placement.png
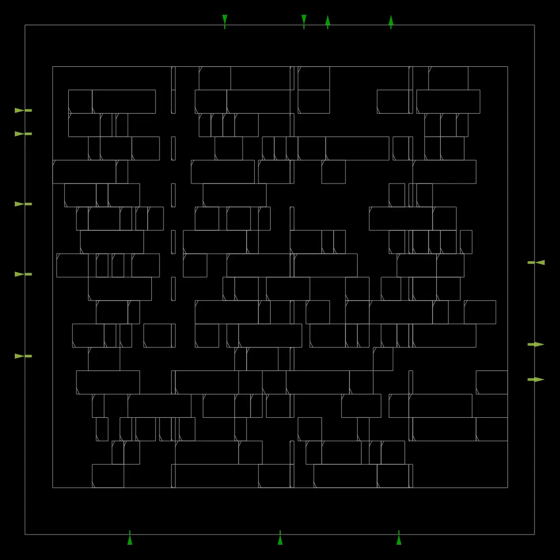
sizes.png
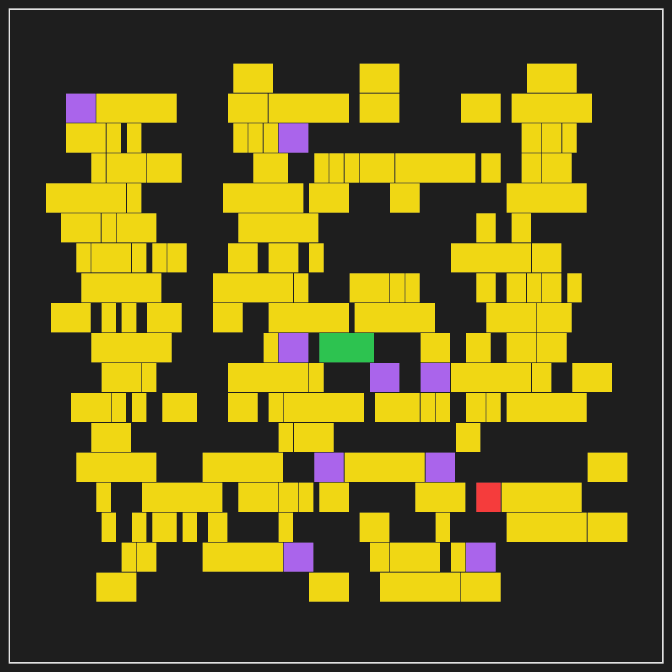
flops_by_reg.png
Bar = 20 um. Other sequential cells in the stronger grey, the rest of the logic in the fainter grey.
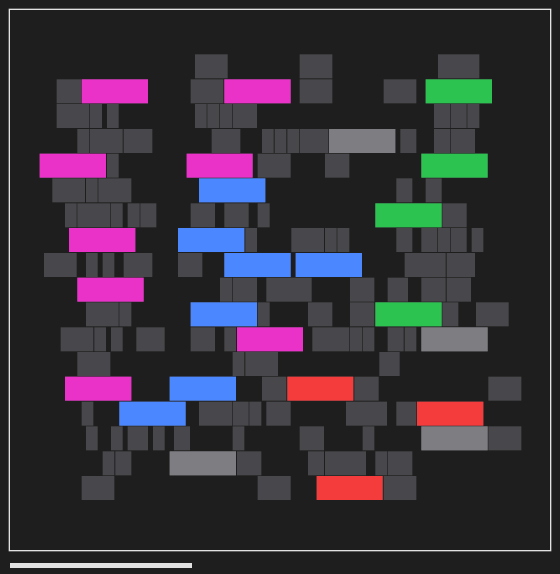
metal_density.png
12 x 12 tiles, from dark blue (low) to red (high), scaled to the fullest tile. Values are wire area over tile area, all layers added.
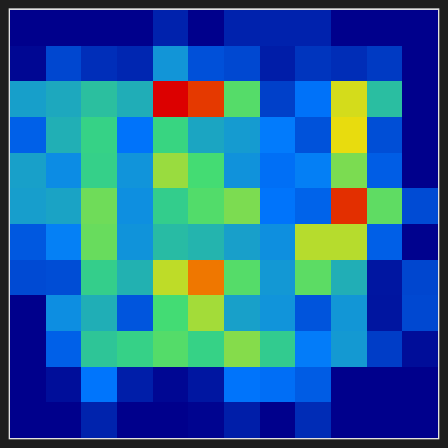
==> config.mk <==
export PLATFORM = sky130hd
export DESIGN_NAME = paralelo_serial
export DESIGN_NICKNAME = d
export VERILOG_FILES = /design/src/rtl/pci_phy_pkg.sv /design/src/rtl/paralelo_serial.sv
export SDC_FILE = /design/constraint.sdc
export NUM_CORES = 1
export LEC_CHECK = 0
export CAP_MARGIN = 20
export CELL_PAD_IN_SITES_DETAIL_PLACEMENT = 0
export CELL_PAD_IN_SITES_GLOBAL_PLACEMENT = 1
export CORE_MARGIN = 3
export CORE_UTILIZATION = 40
export DETAILED_ROUTE_END_ITERATION = 10
export PLACE_DENSITY_LB_ADDON = 0.08
export SLEW_MARGIN = 15
export SYNTH_ARGS = -nofsm -noshare
export SYNTH_HDL_FRONTEND = slang
export SYNTH_SLANG_ARGS = --single-unit
==> constraint.sdc <==
create_clock -name clk_32f -period 1.9 [get_ports clk_32f]
set_input_delay 0.19 -clock clk_32f [delete_from_list [all_inputs] [get_ports clk_32f]]
set_output_delay 0.19 -clock clk_32f [all_outputs]
set_load 0.02 [all_outputs]
==> run summary <==
Implementation results are summarized by area below.

Final layout
The net total in the final layout is 161. The flip-flop count of the largest register after layout is 8. The multi-input combinational cells in the finished layout cover a total of 544 sq um. The final antenna diode tally reported by the flow is 0. 89 cells are multi-input combinational gates.

Global routing
For met2 alone, demand over resource in global routing was 0.253. The initial antenna violation count is 0. Per the GRT log, the top usage layer is met2. The met1 track demand over resource in global routing is 0.187.

STA
The portion of the clock cycle consumed by the worst path in the final layout is 0.891. The final setup TNS is 0 ns. The clock arrives with around 0.0051 ns of skew. The total setup violations reported at the end of the flow is 0. The remaining max-slew budget at the tightest pin is 0.676.

Per the final timing report, the hold violations number 0. For this run, the top clock speed supported by timing is 0.591 GHz. The number of pins exceeding their max-slew limit in the final report is 0. The smallest clock period supported by the final layout is computed as between 1.5 and 2 ns.

Floorplanning
For this configuration, the core starts out at a cell density of 0.438.

Route
The routed wirelength on the met1 layer is recorded as between 900 and 1000 um. The DRC violation total left in the routed layout is recorded as 0. In this run the remaining antenna-violating nets after routing total 0.

Power and ir drop
Clock network power for this build is 280 uW. The completed layout was analyzed and its total power is 1190 uW. The net switching power in the latest report is between 300 and 400 uW. The heaviest power group is registers. The internal power of the cells totals between 800 and 900 uW.

Yosys
The number of nets produced by synthesis is between 100 and 150. The commonest cells after synthesis are dfxtp_1 (26), nand2_1 (22), nor2_1 (14), clkbuf_1 (8), mux2i_1 (8). The register bit count reported by yosys is 26. For this run, the register share of the synthesized area comes to 0.459.

Worst setup path
The length in cells of the worst reg-to-reg path is 5. On the worst path, the slowest cell contributes a delay of 0.65 ns. The critical path class is register to output port. The critical path depth is 2. The setup check on the worst reg-to-reg path leaves a slack of roughly 0.22 ns.

For reference, the critical path cell chain is inv_1, clkdlybuf4s50_1.

Status
The flow ran to the end, and the final reports show no timing, DRC or antenna violations.

Clock network
The insertion delay of the later-clocked pin in the worst-skew pair is between 0.3 and 0.4 ns. The clock edge transition at the registers on the reported setup and hold paths is around 0.14 ns.

Run
The count of warning messages emitted by the tools is 27. The max capacitance violation total is 0.
Back to the opening pictures, placement.png:
flip-flops: 26
fill count: 251
flip-flop and latch share of the layout cell area: 0.387
site row count: 18
placeable core area: 2590 sq um

Back to the opening pictures, sizes.png:
green -> _6 and larger  # cells 1, share 0.69%
purple -> _3 and _4 cells  # cells 9, share 6.2%
yellow -> _0 and _1 cells  # cells 134, share 92%
red -> _2 cells  # cells 1, share 0.69%
Post-Layout Inst Area: 1350 sq um
worst setup slack after layout: 0.207 ns
Area Growth Syn to Fin: 18.8%
nonclk buf count: 20

Back to the opening pictures, flops_by_reg.png:
blue -> `remainder`  # placed flops 7, where centre
red -> `bit_cnt`  # placed flops 3
magenta -> `hold_data`  # placed flops 8
green -> `pre_cnt`  # placed flops 4
not coloured = 4
Layout Utilization: 0.520
register area: 520 sq um
sequential-cell power consumption: 634 uW

Back to the opening pictures, metal_density.png:
mean over tiles = 0.097
densest ninth of the die = centre
tiles over half the peak = 17%
emptiest ninth of the die = lower right
nearly empty tiles = 21%
post-detailed-route wirelength per cell: 12.5 um
Total Routed Length: 2180 um

Power figures rest on the tool's default switching activity, not on a simulated workload.
